==> config.mk <==
export PLATFORM = sky130hd
export DESIGN_NAME = uart_rx_fifo_writer
export DESIGN_NICKNAME = d
export VERILOG_FILES = /design/src/rtl/uart_pkg.sv /design/src/rtl/uart_sync_2ff.sv /design/src/rtl/uart_rx_fifo_writer.sv
export SDC_FILE = /design/constraint.sdc
export NUM_CORES = 1
export LEC_CHECK = 0
export ABC_AREA = 1
export ABC_CLOCK_PERIOD_IN_PS = 2800
export CAP_MARGIN = 30
export CORE_ASPECT_RATIO = 1.25
export CORE_MARGIN = 10
export CORE_UTILIZATION = 55
export DETAILED_ROUTE_END_ITERATION = 6
export PLACE_DENSITY = 0.78
export SLEW_MARGIN = 25
export SYNTH_ARGS = -nofsm -noshare
export SYNTH_HDL_FRONTEND = slang
export SYNTH_SLANG_ARGS = --single-unit
==> constraint.sdc <==
create_clock -name clk -period 2.8 [get_ports clk]
set_clock_uncertainty 0.1 [all_clocks]
set_input_delay 0.28 -clock clk [delete_from_list [all_inputs] [get_ports clk]]
set_output_delay 0.28 -clock clk [all_outputs]
set_load 0.01 [all_outputs]
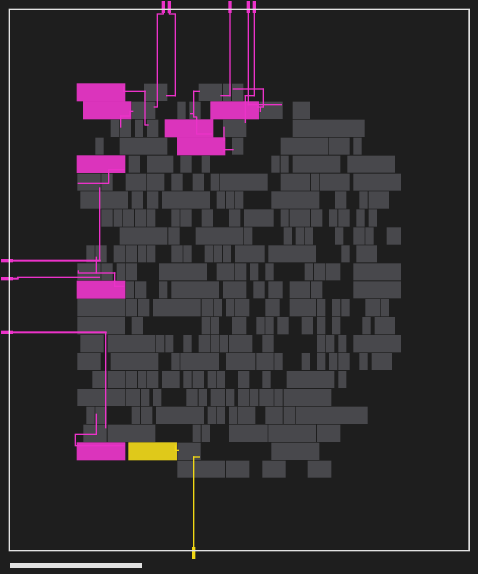
**Above:** run 1 (wires at chosen ports, followed through buffers).
The bar under the picture is 20 µm long.
legend:
  magenta:
    port: `din`
    direction: output
    edge: 5 top, 3 left
    end_cells: 8
    buffers: 8
    wire: 221 µm
  yellow:
    port: `rx_busy`
    direction: output
    edge: bottom
    end_cells: 1
    buffers: 1
    wire: 15.8 µm
IO Port Bufs: 15
IO Count: 16

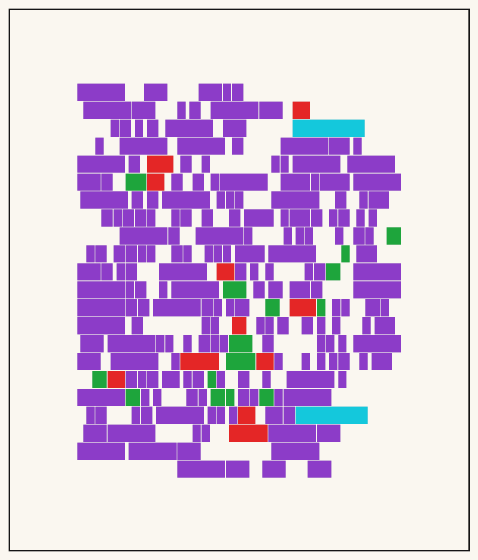
**Above:** run 1 (cell sizes after repair).
legend:
  green:
    size: x2
    cells: 15
    share: 6.4%
  red:
    size: x3 and x4
    cells: 11
    share: 4.7%
  cyan:
    size: x6 and larger
    cells: 2
    share: 0.85%
  purple:
    size: x1 and smaller
    cells: 206
    share: 88%
Final WS setup: 945 ps
fin area: 0.00196 mm²
area grow syn2layout: 16.7%

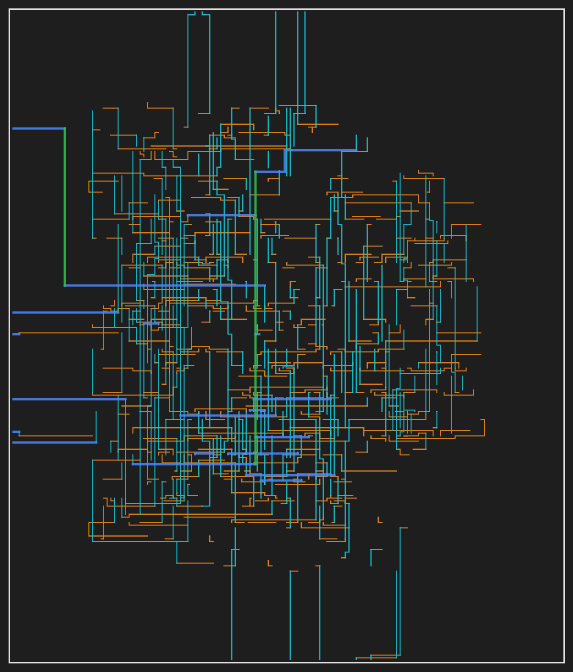
**Above:** run 1 (metal layers overlaid).
legend:
  cyan:
    layer: M2
    wire_length: 1650 µm
  green:
    layer: M4
    wire_length: 56.4 µm
  blue:
    layer: M3
    wire_length: 169 µm
  orange:
    layer: M1
    wire_length: 1340 µm
Post-Route WL: 3.21 mm
GR Util All Layers: 0.117
drt wl/cell: 11.9 µm

==> metrics.cfg, run 1 <==
[status]
outcome = completed

[detailed_routing]
top_layer = met4
drtPass1Iterations = 4
antenna_left = 0
vias_per_cell = 5.25
met1Wirelength_mm = 1.34
wl_met2_mm = 1.65

[logic_synthesis]
yosys-top-cells-count = dfxtp_1 (39), nand2_1 (34), nor2_1 (32)
synth_top_area_share = 0.464
ys_async_sr_fraction = 0
synth_cells = 214
numSynthFlops = 39
yosysCellCount = 214
synth-main-ff-cell = dfxtp_1
yosysTopAreaCell = dfxtp_1

[setup_path]
crit_path_end_kind = flip-flop
cp-start-kind = flip-flop
rrSetupSlack_ps = 950
worstPathArrival_ps = 1980
reg2reg_depth = 8

[global_routing]
globalRoute.totalOverflow = 0
antenna_found_initial = 0
grt_max_degree = 20
grt_pass1_wl_mm = 5.55
grtUsageMet3 = 0.0410

[cts]
cts_buffers = 5
hold_buffers = 0
clk_pin_slew_ps = 110
cts.sinks = 39
cts_buffer_depth = 2
cts.repair.resized = 0
cts_tree = done

[hold_path]
hold-path-cell-count = 1

[final_timing]
tns_ps = 0
setup_violations = 0
tightest_slew_ps = 566
finalClockPeriodUsage = 0.662

[floorplan]
dieArea_mm2 = 0.00569

[power]
powerDensity_mw_per_mm2 = 539
vdd_drop_max_mv = 0.415

[cells_and_area]
layout-drive-gt1-share = 0.120

## run 1: cell type report
| cell class | count | area [µm²] |
|---|---|---|
| clock buffers | 6 | 41.3 |
| clock inverters | 2 | 60.1 |
| fillers | 262 | 982 |
| inverters | 22 | 85.1 |
| multi-input cells | 149 | 793 |
| flip-flops and latches | 39 | 781 |
| well taps | 36 | 45.0 |
| repair buffers | 16 | 158 |
## run 1: cells in the final DEF, fill, tap and decap left out, drive strengths merged
| cell type | synthesis | layout |
|---|---|---|
| xor2 | 6 | 6 |
| inv | 22 | 22 |
| nand2 | 38 | 38 |
| clkbuf | 2 | 6 |
| nor3b | 1 | 1 |
| ha | 4 | 4 |
| clkdlybuf4s50 | 0 | 15 |
| nand4 | 4 | 4 |
| or2 | 2 | 2 |
| nor2 | 35 | 35 |
| bufinv | 0 | 2 |
| xnor2 | 1 | 1 |
| nand3 | 18 | 18 |
| nor3 | 7 | 7 |
| buf | 2 | 1 |
| a21oi | 21 | 21 |
| o21ai | 11 | 11 |
| a211oi | 1 | 1 |
| dfxtp | 39 | 39 |
## run 1: power breakdown
group / switching, mW / total (mW) / internal (mW)
logic: 0.0209 / 0.0347 / 0.0139
clock network: 0.183 / 0.461 / 0.279
registers: 0.00298 / 0.562 / 0.559
## run 1: worst max-delay path, cell delays in order, from the launching register on
cell and delay [ps]:
dfxtp_1 420, ha_1 240, nand2_1 80, nor2_2 170
nand2_2 110, inv_4 200, nand2_1 230, nand2_1 120
a21oi_1 70
## run 1: cells by family after synthesis
family                     synth area share
AOI/OAI and AO/OA                     0.102
xor gates and xnor gates             0.0364
adders and majority gates            0.0297
buffers and inverters                0.0647
DFF                                   0.464
and+or+nand+nor                       0.303
==> inputs of run 2 (changes only) <==
--- a/config.mk
+++ b/config.mk
@@ -6,13 +6,13 @@
 export NUM_CORES = 1
 export LEC_CHECK = 0
 export ABC_AREA = 1
-export ABC_CLOCK_PERIOD_IN_PS = 2800
+export ABC_CLOCK_PERIOD_IN_PS = 1500
 export CAP_MARGIN = 30
 export CORE_ASPECT_RATIO = 1.25
 export CORE_MARGIN = 10
-export CORE_UTILIZATION = 55
+export CORE_UTILIZATION = 50
 export DETAILED_ROUTE_END_ITERATION = 6
-export PLACE_DENSITY = 0.78
+export PLACE_DENSITY = 0.75
 export SLEW_MARGIN = 25
 export SYNTH_ARGS = -nofsm -noshare
 export SYNTH_HDL_FRONTEND = slang
==> constraint.sdc (replaced) <==
create_clock -name clk -period 1.5 [get_ports clk]
set_clock_uncertainty 0.1 [all_clocks]
set_input_delay 0.15 -clock clk [delete_from_list [all_inputs] [get_ports clk]]
set_output_delay 0.15 -clock clk [all_outputs]
set_load 0.01 [all_outputs]
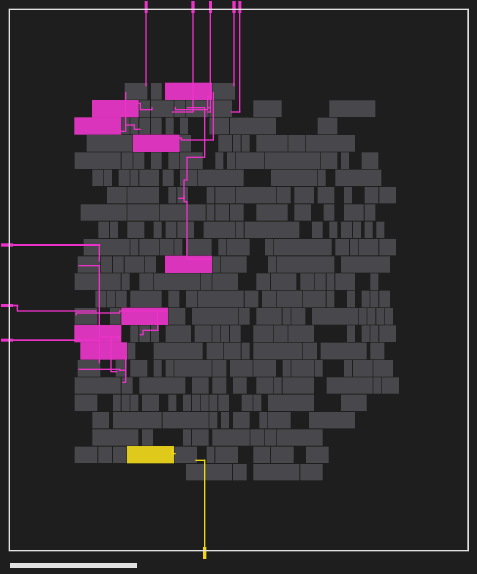
**Above:** run 2 (wires at chosen ports, followed through buffers).
The bar under the picture is 20 µm long.
legend:
  magenta:
    port: `din`
    direction: output
    edge: 5 top, 3 left
    end_cells: 8
    buffers: 8
    wire: 252 µm
  yellow:
    port: `rx_busy`
    direction: output
    edge: bottom
    end_cells: 1
    buffers: 1
    wire: 16.3 µm

==> run 2 against run 1 <==
  * The run now ends with setup timing left
  * Synthesized cell count is the same
  * Critical endpoint is now bit_r[1]
  * Sequential cell count is the same
  * Combinational power grew to 2.8 times the previous value
  * Power grew 83%
  * Clock-buffer cell count grew 1
  * Critical path type unchanged
  * Routed wire length grew 36%
==> metrics.cfg, run 2 <==
[logic_synthesis]
yosys-top-cells-count = dfxtp_1 (39), nand2_1 (34), nor2_1 (32)
logic_family = simple AND/OR/NAND/NOR gates
ys_sh_adder = 0.0297
simple_gate_area_frac = 0.303
synth_cells = 214
synthAoiAreaFrac = 0.102
numSynthFlops = 39
mux_area_frac = 0
synthXorXnorAreaFrac = 0.0364
synth-main-ff-cell = dfxtp_1

[cts]
clk_pin_slew_ps = 80
hold_buffers = 0
cts.sinks = 39
cts_buffer_depth = 2
cts_tree = done
cts_buffers = 5

[final_timing]
tightest_slew_ps = 367
finalClockPeriodUsage = 1.00
setup_violations = 1
fin_ws_ps = -5.24

[detailed_routing]
drtPass1Iterations = 4
antenna_left = 0
vias_per_cell = 5.15

[global_routing]
grt_usage = 0.141
grt_pass1_wl_mm = 7.00
antenna_found_initial = 0

[setup_path]
worstPathArrival_ps = 1610
reg2reg_depth = 10
cp-start-kind = flip-flop
rrSetupSlack_ps = -5

[status]
outcome = complete, but fails checks
violations = setup timing

[cells_and_area]
lay_top_count = dfxtp_1
layout_top_cells = dfxtp_1 (34), nor2_1 (28), nand2_1 (25), buf_4 (21), a21oi_1 (16)

[power]
vdd_drop_max_mv = 0.715
powerDensity_mw_per_mm2 = 821

[hold_path]
hold-path-cell-count = 2

[floorplan]
io_pins = 16

## run 2: cell counts after synthesis
Identical to the previous run, type by type.
## run 2: power by group
group	switching, mW	internal (mW)
registers	0.00525	1.04
logic	0.0567	0.0409
clock network	0.380	0.418
total	0.442	1.50
## run 2: cells by family (layout without fill, tap and decap cells)
family	Yosys count	in the layout
AND-OR/OR-AND	33	33
XOR/XNOR	7	7
adder cells (fa/ha/maj)	4	4
buffers and inverters	26	72
flip-flops	39	39
AND/OR/NAND/NOR	105	106
## run 2: area by class of cell
cell class / count / area [µm²]
clock buffers: 7 / 96.3
well taps: 37 / 46.3
multi-input cells: 150 / 951
clock inverters: 1 / 7.51
inverters: 22 / 92.6
repair inverters: 1 / 6.26
fillers: 228 / 858
flip-flops and latches: 39 / 792
repair buffers: 41 / 373
## run 2: critical path, cell delays in order, from the launching register on
cell     delay, ps
dfxtp_4        370
inv_4           60
ha_4           120
nand2_2         50
nor2_2         120
nand3_2        110
nand2_2        100
buf_6          110
nand3_4         90
a21oi_2        130
nor2_1          50
## run 2: what timing repair did
action / CTS / global route
gates resized: 10 / 42
endpoints found under the setup margin: 31 / 34
gates cloned: 2 / 0
pin swaps: 8 / 13
setup buffers: 2 / 1
## run 2: metrics by stage
stage	total power, mW	instance area (µm²)	setup TNS [ps]
2_1_floorplan	1.12	1690	0
5_1_grt	2.00	2360	-1240
4_1_cts	1.94	2220	-6.21
3_5_place_dp	1.15	2040	-756
3_3_place_gp	1.15	2040	0
6_report	1.94	2360	-5.24
## run 2: metal layers
layer,wire [µm],GRT usage,vias up
met2,2460,0.258,27
met1,1670,0.142,711
met4,94,0.0688,0
met3,123,0.0361,12
li1,-,-,785
met5,0,0,-
Power figures rest on the tool's default switching activity, not on a simulated workload.
